**src/rtl/o_pixel_packer.sv**
```systemverilog
// Packs 16 horizontally adjacent 1-bit scope pixels into frame-buffer words,
// queues {address, word} in an 8-deep FIFO and drains it over a REQ/ACK handshake.
module o_pixel_packer (
  input  logic        o_clk_i,
  input  logic        reset_i,
  input  logic        enable_i,
  input  logic [9:0]  o_x_i,
  input  logic [8:0]  o_y_i,
  input  logic        o_visible_i,
  input  logic        o_data_i,
  output logic        wr_req_o,
  output logic [13:0] wr_addr_o,
  output logic [15:0] wr_data_o,
  input  logic        wr_ack_i,
  output logic [3:0]  fifo_level_o,
  output logic        overflow_o,
  output logic        frame_done_o
);

  localparam int ADDR_W     = 14;
  localparam int WORD_W     = 16;
  localparam int FIFO_DEPTH = 8;
  localparam int PTR_W      = $clog2(FIFO_DEPTH);

  localparam logic [9:0]        H_VISIBLE = 10'd576;
  localparam logic [8:0]        V_VISIBLE = 9'd378;
  localparam logic [ADDR_W-1:0] LAST_ADDR = 14'd13607;
  localparam logic [3:0]        FULL_LVL  = 4'(FIFO_DEPTH);

  typedef enum logic {
    S_IDLE = 1'b0,
    S_REQ  = 1'b1
  } state_e;

  // ---------------------------------------------------------------------------
  // Pixel packing and staging of completed words
  // ---------------------------------------------------------------------------
  logic [WORD_W-1:0] pack_q, pack_d;
  logic              stage_v_q, stage_v_d;
  logic [ADDR_W-1:0] stage_addr_q, stage_addr_d;
  logic [WORD_W-1:0] stage_data_q, stage_data_d;

  logic              capture;
  logic              in_range;
  logic [ADDR_W-1:0] word_addr;

  assign capture  = enable_i & o_visible_i;
  assign in_range = (o_x_i < H_VISIBLE) && (o_y_i < V_VISIBLE);

  // y*36 + x/16 without a multiplier.
  assign word_addr = ADDR_W'({o_y_i, 5'b0_0000}) + ADDR_W'({o_y_i, 2'b00})
                   + ADDR_W'(o_x_i[9:4]);

  // NOTE: every variable assigned in always_comb gets a default first so no latch is inferred.
  always_comb begin
    pack_d       = pack_q;
    stage_v_d    = 1'b0;
    stage_addr_d = stage_addr_q;
    stage_data_d = stage_data_q;
    if (!capture) begin
      pack_d = '0;
    end else if (in_range) begin
      if (o_x_i[3:0] == 4'hF) begin
        stage_v_d    = 1'b1;
        stage_addr_d = word_addr;
        stage_data_d = {o_data_i, pack_q[WORD_W-2:0]};
        pack_d       = '0;
      end else begin
        pack_d[o_x_i[3:0]] = o_data_i;
      end
    end
  end

  // NOTE: sequential state uses non-blocking assignments only.
  always_ff @(posedge o_clk_i) begin
    if (reset_i) begin
      pack_q       <= '0;
      stage_v_q    <= 1'b0;
      stage_addr_q <= '0;
      stage_data_q <= '0;
    end else begin
      pack_q       <= pack_d;
      stage_v_q    <= stage_v_d;
      stage_addr_q <= stage_addr_d;
      stage_data_q <= stage_data_d;
    end
  end

  // ---------------------------------------------------------------------------
  // FIFO
  // ---------------------------------------------------------------------------
  logic [ADDR_W-1:0] fifo_addr_q [FIFO_DEPTH];
  logic [WORD_W-1:0] fifo_data_q [FIFO_DEPTH];
  logic [PTR_W-1:0]  wr_ptr_q, rd_ptr_q;
  logic [3:0]        count_q, count_d;
  logic              overflow_q;
  logic              pop;
  logic              push_ok;

  // A full FIFO still accepts a push when the head is popped on the same edge.
  assign push_ok = stage_v_q & ((count_q != FULL_LVL) | pop);

  always_comb begin
    count_d = count_q;
    case ({push_ok, pop})
      2'b10:   count_d = count_q + 4'd1;
      2'b01:   count_d = count_q - 4'd1;
      default: count_d = count_q;
    endcase
  end

  // NOTE: storage array carries no reset; occupancy is governed by the pointers and count.
  always_ff @(posedge o_clk_i) begin
    if (push_ok) begin
      fifo_addr_q[wr_ptr_q] <= stage_addr_q;
      fifo_data_q[wr_ptr_q] <= stage_data_q;
    end
  end

  always_ff @(posedge o_clk_i) begin
    if (reset_i) begin
      wr_ptr_q   <= '0;
      rd_ptr_q   <= '0;
      count_q    <= '0;
      overflow_q <= 1'b0;
    end else begin
      if (push_ok) wr_ptr_q <= wr_ptr_q + 1'b1;
      if (pop)     rd_ptr_q <= rd_ptr_q + 1'b1;
      count_q <= count_d;
      if (stage_v_q && !push_ok) overflow_q <= 1'b1;
    end
  end

  // ---------------------------------------------------------------------------
  // Drain FSM
  // ---------------------------------------------------------------------------
  state_e            state_q, state_d;
  logic              req_q, req_d;
  logic [ADDR_W-1:0] addr_q, addr_d;
  logic [WORD_W-1:0] data_q, data_d;
  logic              frame_done_q, frame_done_d;

  always_comb begin
    state_d      = state_q;
    req_d        = req_q;
    addr_d       = addr_q;
    data_d       = data_q;
    pop          = 1'b0;
    frame_done_d = 1'b0;
    case (state_q)
      S_IDLE: begin
        if (count_q != 4'd0) begin
          addr_d  = fifo_addr_q[rd_ptr_q];
          data_d  = fifo_data_q[rd_ptr_q];
          req_d   = 1'b1;
          state_d = S_REQ;
        end
      end
      S_REQ: begin
        if (wr_ack_i) begin
          pop          = 1'b1;
          req_d        = 1'b0;
          frame_done_d = (addr_q == LAST_ADDR);
          state_d      = S_IDLE;
        end
      end
      default: state_d = S_IDLE;
    endcase
  end

  always_ff @(posedge o_clk_i) begin
    if (reset_i) begin
      state_q      <= S_IDLE;
      req_q        <= 1'b0;
      addr_q       <= '0;
      data_q       <= '0;
      frame_done_q <= 1'b0;
    end else begin
      state_q      <= state_d;
      req_q        <= req_d;
      addr_q       <= addr_d;
      data_q       <= data_d;
      frame_done_q <= frame_done_d;
    end
  end

  assign wr_req_o     = req_q;
  assign wr_addr_o    = addr_q;
  assign wr_data_o    = data_q;
  assign fifo_level_o = count_q;
  assign overflow_o   = overflow_q;
  assign frame_done_o = frame_done_q;

endmodule

```
**config.mk**
```make
export PLATFORM = sky130hd
export DESIGN_NAME = o_pixel_packer
export DESIGN_NICKNAME = d
export VERILOG_FILES = /design/src/rtl/o_pixel_packer.sv
export SDC_FILE = /design/constraint.sdc
export NUM_CORES = 1
export LEC_CHECK = 0
export CAP_MARGIN = 30
export CORE_ASPECT_RATIO = 0.75
export CORE_UTILIZATION = 46
export CTS_CLUSTER_SIZE = 16
export DETAILED_ROUTE_END_ITERATION = 10
export HOLD_SLACK_MARGIN = 0.06
export PLACE_DENSITY_LB_ADDON = 0.15
export RECOVER_POWER = 25
export SETUP_SLACK_MARGIN = 0.15
export SLEW_MARGIN = 40
export SYNTH_ARGS = -nofsm -noshare
export SYNTH_HDL_FRONTEND = slang
export SYNTH_SLANG_ARGS = --single-unit
```
**constraint.sdc**
```tcl
create_clock -name o_clk_i -period 11.8 [get_ports o_clk_i]
set_input_delay 1.77 -clock o_clk_i [delete_from_list [all_inputs] [get_ports o_clk_i]]
set_output_delay 1.77 -clock o_clk_i [all_outputs]
set_load 0.01 [all_outputs]
```
==> results.py, run 1 <==
# Auto-generated metrics
metrics = {
    "cells_and_area": {
        "largest_cell_class": "registers",
        "final_cell_mix": "edfxtp_1, dfxtp_1, nand2_1",
        "antenna-diode-count": 0,
        "logic_area_mm2": 0.00396,
        "inverters": 12,
        "multi_input_comb_cells": 457,
        "syn_to_final_growth_pct": 15.2,
        "nets": 959,
        "nFillCells": 2320,
        "drive_gt1_share_pct": 15.0,
        "final_util_pct": 54.0,
        "clock_area_share_pct": 6.15,
        "num-clock-buffers": 46,
    },
    "global_route": {
        "overflow": 0,
        "grt_pass1_wl_um": 41000,
    },
    "placed_design": {
        "place_area_mm2": 0.0142,
        "dpl.hpwl_um": 15400,
        "place_congestion": 0.808,
        "place_ws_ns": 7.13,
    },
    "critical_path": {
        "cpMaxStageDelayCell": "fa_1",
        "path_depth": 9,
        "worst-path-buf-inv": 3,
        "cpPeakStageDelay_ns": 0.53,
        "r2r_slack_ns": 9.26,
        "crit_path_end_kind": "register",
        "rr_worst_depth": 4,
        "arrival_ns": 4.57,
        "start_kind": "input pin",
        "critPathTopFamily": "AND-OR/OR-AND gates",
        "crit_type": "input pin to register",
        "path_cells": "clkdlybuf4s50_1 > inv_1 > fa_1 > inv_1 > ha_1 > a21o_1 > a221oi_1 > o21ai_0 > a311o_1",
    },
    "sta": {
        "slew_violations": 0,
        "max_freq_mhz": 242,
        "grt_setup_unrepaired": "false",
        "slew_headroom_pct": 46.1,
        "timing.hold.ws_ns": 0.460,
        "setup_tns_ns": 0,
        "final_hold_viol_count": 0,
    },
    "run_status": {
        "outcome": "complete, no violations",
    },
    "pwr": {
        "p_clk_uw": 923,
        "powerDensity_mw_per_mm2": 177,
        "combPwrFrac_pct": 16.0,
        "swShare_pct": 24.6,
        "cell_internal_pwr_mw": 2.03,
        "maxPowerGroup": "sequential cells",
        "ir_worst_vdd_mv": 0.0843,
    },
    "synth": {
        "ys_sh_simple_pct": 6.45,
        "synth.logic.top_family": "multiplexers",
        "top_area_share_pct": 54.6,
        "yosysUniqueCellTypes": 56,
        "ys_cells": 848,
        "synth_warnings": 0,
        "ys.flop_type": "edfxtp_1",
        "common_cells": "edfxtp_1, dfxtp_1, nand2_1, mux4_2, nor2_1",
        "synthAoiAreaFrac_pct": 6.71,
        "adder_share_pct": 2.45,
        "ys_chip_area_mm2": 0.0132,
        "synthCells": 848,
    },
    "worst_hold_path": {
        "hp-class": "register to register",
        "whs_path_depth": 2,
        "min-delay-start": "pack_q[14]$_SDFFE_PP0P_",
    },
    "drt": {
        "route.detailed.drc": 0,
        "dr.pass1.iters": 5,
        "vias_per_cell": 5.45,
        "ant_nets": 0,
    },
    "cts": {
        "postCtsSetupRepairBufs": 0,
        "insertion_delay_ns": 0.55,
        "cts-root-buf": "clkbuf_16",
        "cts_buffer_depth": 3,
        "ctsHoldBuffers": 0,
        "clkTransAtPathRegs_ns": 0.06,
        "clkSinkCount": 330,
    },
    "floorplanning": {
        "num_io_pins": 62,
        "fp_util_pct": 46.9,
        "n_tap_cell": 385,
        "die_w_um": 198,
        "chip_area_mm2": 0.0294,
    },
    "job": {
        "maxCapViolCount": 0,
    },
}
[run 1: sequential cells by signal, summed over array words and instances, names as in the netlist, 3 cells and up]
register / cells
fifo_data_q: 128
fifo_addr_q: 112
stage_data_q: 16
wr_data_o: 16
pack_q: 15
stage_addr_q: 14
wr_addr_o: 14
fifo_level_o: 4
rd_ptr_q: 3
wr_ptr_q: 3
[run 1: worst reg2reg max path, delay by kind of cell (launching register included)]
family	cells	cell delay (ns)
AND-OR/OR-AND	1	0.11
buffers and inverters	1	0.70
flip-flops	1	0.73
multiplexers	2	0.84
[run 1: per-layer routing]
layer | share of wire [%] | GRT usage [%]
met1 | 50 | 28.5
met2 | 44 | 28.4
met3 | 4.4 | 2.38
met4 | 1.5 | 3.80
met5 | 0 | 0
Run 1, I/O pins on the die edge:
Pins as bars across the die edge, other pins in gray.
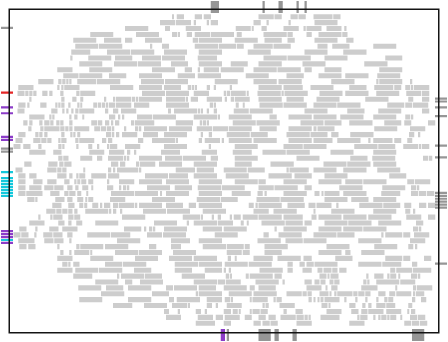
o_y_i -> cyan  # pins 9, direction input, edge left
o_x_i -> purple  # pins 10, direction input, edge 8 left, 2 bottom
o_data_i -> red  # pins 1, direction input, edge left

Run 1, placed cells, one color a class:
Fill, decap, tap and diode cells in gray.
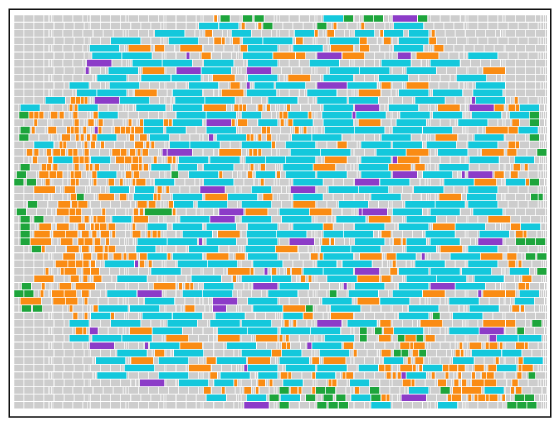
all other logic -> orange  # cells 469
other buffers and delay cells -> green  # cells 78
clock drivers and dummy loads -> purple  # cells 57
flops -> cyan  # cells 330

Run 1, cell placement:
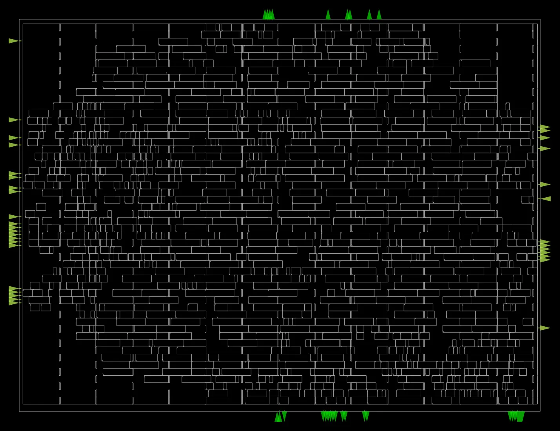
Non-Filler Instances: 1319
Flops: 330
Seq area share: 59.3%
total core area: 0.0281 mm²

Run 1, wiring by layer:
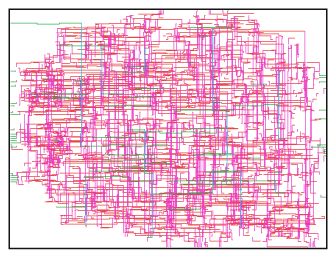
met1 -> red  # wire length 13200 µm
met3 -> green  # wire length 1170 µm
met4 -> cyan  # wire length 407 µm
met2 -> magenta  # wire length 11600 µm

## Run 2: what changed since run 1
Clock period 11.8 ns to 4.06 ns, I/O delays scaled along.
Run 2, I/O pins on the die edge:
Pins as bars across the die edge, other pins in gray.
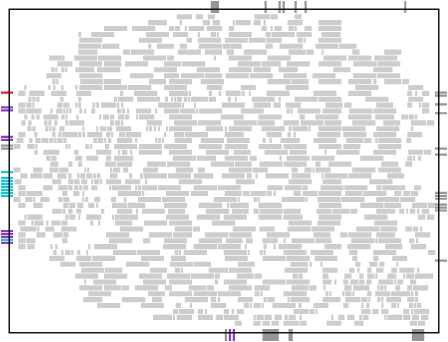
o_y_i -> cyan  # pins 9, direction input, edge left
o_x_i -> purple  # pins 10, direction input, edge 8 left, 2 bottom
o_data_i -> red  # pins 1, direction input, edge left
all pins by edge = 20 left, 19 bottom, 13 right, 10 top

Run 2, cell placement:
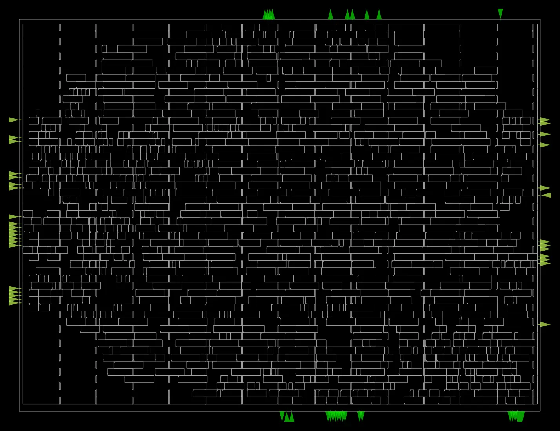
Non-Filler Instances: 1322
Seq area share: 59.2%
fillcell total: 2360

==> results.py, run 2 <==
# Auto-generated metrics
metrics = {
    "run_status": {
        "outcome": "complete, no violations",
    },
    "drt": {
        "vias_per_cell": 5.47,
        "route.detailed.drc": 0,
        "wl_met3_um": 1060,
        "dr.pass1.iters": 5,
        "wl_met1_um": 13800,
    },
    "global_route": {
        "top_usage_layer": "met1",
        "grtUsageMet1_pct": 30.2,
        "met3_usage_pct": 2.09,
        "grt_pass1_wl_um": 41800,
        "grt_use_met2_pct": 27.8,
    },
    "worst_hold_path": {
        "hp-class": "register to register",
    },
    "critical_path": {
        "cpPeakStageDelay_ns": 0.53,
        "path_depth": 9,
        "worst-path-buf-inv": 3,
        "path_cells": "clkdlybuf4s50_1 > inv_1 > fa_1 > inv_1 > ha_1 > a21o_1 > a221oi_1 > o21ai_0 > a311o_1",
        "r2r_slack_ns": 1.67,
        "crit_path_end_kind": "register",
        "arrival_ns": 3.44,
        "start_kind": "input pin",
    },
    "synth": {
        "synthCells": 848,
        "ys_chip_area_mm2": 0.0132,
        "ys.flop_type": "edfxtp_1",
        "top_area_share_pct": 54.6,
        "ys_cells": 848,
    },
    "sta": {
        "timing.hold.ws_ns": 0.462,
        "slew_headroom_pct": 53.3,
    },
    "floorplanning": {
        "fp_util_pct": 46.9,
        "chip_area_mm2": 0.0294,
        "num_io_pins": 62,
        "core_mm2": 0.0281,
    },
    "cells_and_area": {
        "regMostFlops": "fifo_data_q",
        "reg.largest.list": "fifo_data_q (128), fifo_addr_q (112)",
        "largest_register_ff_count": 128,
        "final_util_pct": 54.2,
        "nets": 961,
    },
    "placed_design": {
        "place_ws_ns": 0.500,
        "place_congestion": 0.765,
    },
    "cts": {
        "postCtsSetupRepairBufs": 0,
    },
}
## run 2: cell count changes in the layout (fill, tap and decap cells not counted), sizes merged
| cell | previous run | this run |
|---|---|---|
| buf | 18 | 20 |
| clkinv | 9 | 7 |
| bufinv | 1 | 2 |
| clkinvlp | 1 | 2 |
| inv | 12 | 13 |
## run 2: cell families after synthesis
group,after synthesis,synth area share (%)
xor gates and xnor gates,18,1.20
AOI/OAI and AO/OA,129,6.71
buffers and inverters,61,2.06
muxes,94,12.8
adders and majority gates,24,2.45
and+or+nand+nor,192,6.45
DFF,330,68.3
## run 2: layout make-up
class	instances	area share, %
timing repair buffer	80	4.99
tap	385	3.16
sequential	330	59.2
clock buffer	46	5.59
clock inverter	12	0.755
inverter	12	0.295
multi-input combinational	457	26.1
## Run 3: what changed since run 2
Clock period 4.06 ns to 2.9 ns, I/O delays scaled along.
Run 3, cell placement:
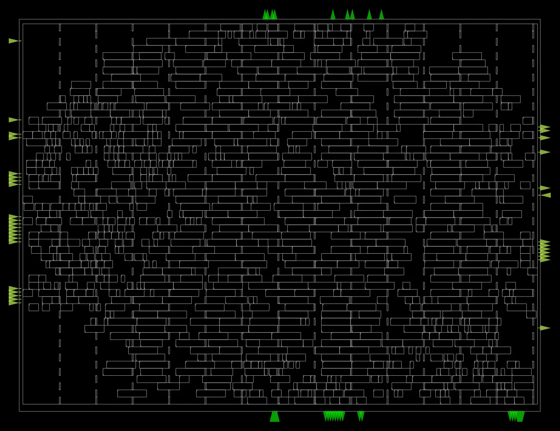
fillcell total: 2266
Seq area share: 57.6%

Run 3, placed cells, one color a class:
Fill, decap, tap and diode cells in gray.
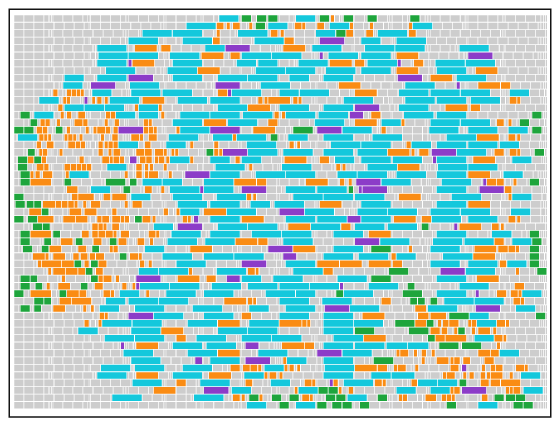
flops -> cyan  # cells 330
all other logic -> orange  # cells 469
other buffers and delay cells -> green  # cells 115
clock drivers and dummy loads -> purple  # cells 57

==> results.py, run 3 <==
# Auto-generated metrics
metrics = {
    "pwr": {
        "ir_worst_vdd_mv": 0.359,
        "p_clk_mw": 3.80,
        "cell_internal_pwr_mw": 8.43,
        "maxPowerGroup": "sequential cells",
        "powerDensity_mw_per_mm2": 710,
        "combPwrFrac_pct": 16.7,
        "swShare_pct": 24.1,
    },
    "cells_and_area": {
        "final_cells": 1356,
        "reg.largest.list": "fifo_data_q (128), fifo_addr_q (112)",
        "regMostFlops": "fifo_data_q",
        "drive_gt1_share_pct": 18.2,
        "antenna-diode-count": 0,
        "final_cell_mix": "edfxtp_1, dfxtp_1, nand2_1",
        "nets": 996,
        "syn_to_final_growth_pct": 18.7,
        "largest_register_ff_count": 128,
    },
    "drt": {
        "vias_per_cell": 5.41,
        "routed.top_layer": "met5",
        "wl_met2_um": 11700,
        "ant_nets": 0,
        "dr.pass1.iters": 5,
        "wl_met3_um": 1240,
    },
    "global_route": {
        "grt_pass1_wl_um": 42100,
        "grt_use_met2_pct": 28.2,
        "overflow": 0,
        "met3_usage_pct": 2.52,
        "top_usage_layer": "met1",
    },
    "critical_path": {
        "crit_path_end_kind": "register",
        "cpMaxStageDelayCell": "fa_1",
        "reg2reg_to": "wr_data_o[0]$_SDFFE_PP0P_",
        "crit_type": "input pin to register",
        "path_cells": "clkdlybuf4s50_1 > inv_1 > fa_1 > inv_1 > ha_1 > a21o_1 > a221oi_1 > buf_4 > o21ai_0 > nor4b_2 > a311o_1",
        "arrival_ns": 3.05,
        "cpPeakStageDelay_ns": 0.53,
        "cp-endpoint": "stage_addr_q[11]$_SDFFE_PP0P_",
        "start_kind": "input pin",
        "critPathTopFamily": "adder cells",
        "path_depth": 11,
        "rr_worst_depth": 4,
        "r2r_slack_ns": 0.90,
        "worst-path-buf-inv": 4,
    },
    "synth": {
        "ys_cells": 848,
        "synth_warnings": 0,
        "synthCells": 848,
        "yosysUniqueCellTypes": 56,
        "async_reset_ff_share_pct": 0,
        "ys.flop_type": "edfxtp_1",
        "ys_chip_area_mm2": 0.0132,
        "common_cells": "edfxtp_1, dfxtp_1, nand2_1, mux4_2, nor2_1",
        "top_area_share_pct": 54.6,
    },
    "cts": {
        "clkTransAtPathRegs_ns": 0.06,
        "insertion_delay_ns": 0.54,
        "postCtsSetupRepairBufs": 0,
        "cts_resized": 0,
        "ctsHoldBuffers": 0,
        "clkSinkCount": 330,
        "cts_buffer_depth": 3,
        "cts-root-buf": "clkbuf_16",
    },
    "run_status": {
        "outcome": "complete, no violations",
    },
    "placed_design": {
        "place_congestion": 0.808,
        "dpl.hpwl_um": 16900,
        "place_ws_ns": -0.209,
        "place_area_mm2": 0.0147,
    },
    "floorplanning": {
        "die_w_um": 198,
        "num_io_pins": 62,
        "core_mm2": 0.0281,
        "fp_util_pct": 46.9,
        "chip_area_mm2": 0.0294,
    },
    "sta": {
        "max_freq_mhz": 389,
        "slew_violations": 0,
        "timing.hold.ws_ns": 0.376,
        "grt_setup_unrepaired": "false",
        "setup_viol": 0,
        "slew_headroom_pct": 47.6,
        "final_hold_viol_count": 0,
        "setup_tns_ns": 0,
    },
    "worst_hold_path": {
        "min-delay-start": "reset_i",
        "whs_path_depth": 2,
        "hp-class": "input pin to register",
    },
    "job": {
        "maxCapViolCount": 0,
    },
}
==> run 3: cell counts after synthesis <==
Identical to the previous run, type by type.
==> run 3: final cells by class <==
cell class              instances  area (µm²)
clock buffers                  50         897
clock inverters                 7        62.6
multi-input cells             457        3980
fillers                      2266       12500
inverters                      12        45.0
well taps                     385         482
flip-flops and latches        330        9010
repair buffers                115        1170
==> run 3: cells by family (layout without fill, tap and decap cells) <==
logic type,after synthesis,after routing,synth area share [%]
AND/OR/NAND/NOR,192,192,6.45
flip-flops,330,330,68.3
multiplexers,94,94,12.8
buffers and inverters,61,184,2.06
adder cells (fa/ha/maj),24,24,2.45
XOR/XNOR,18,18,1.20
AND-OR/OR-AND,129,129,6.71
Power and IR drop assume default switching activity.
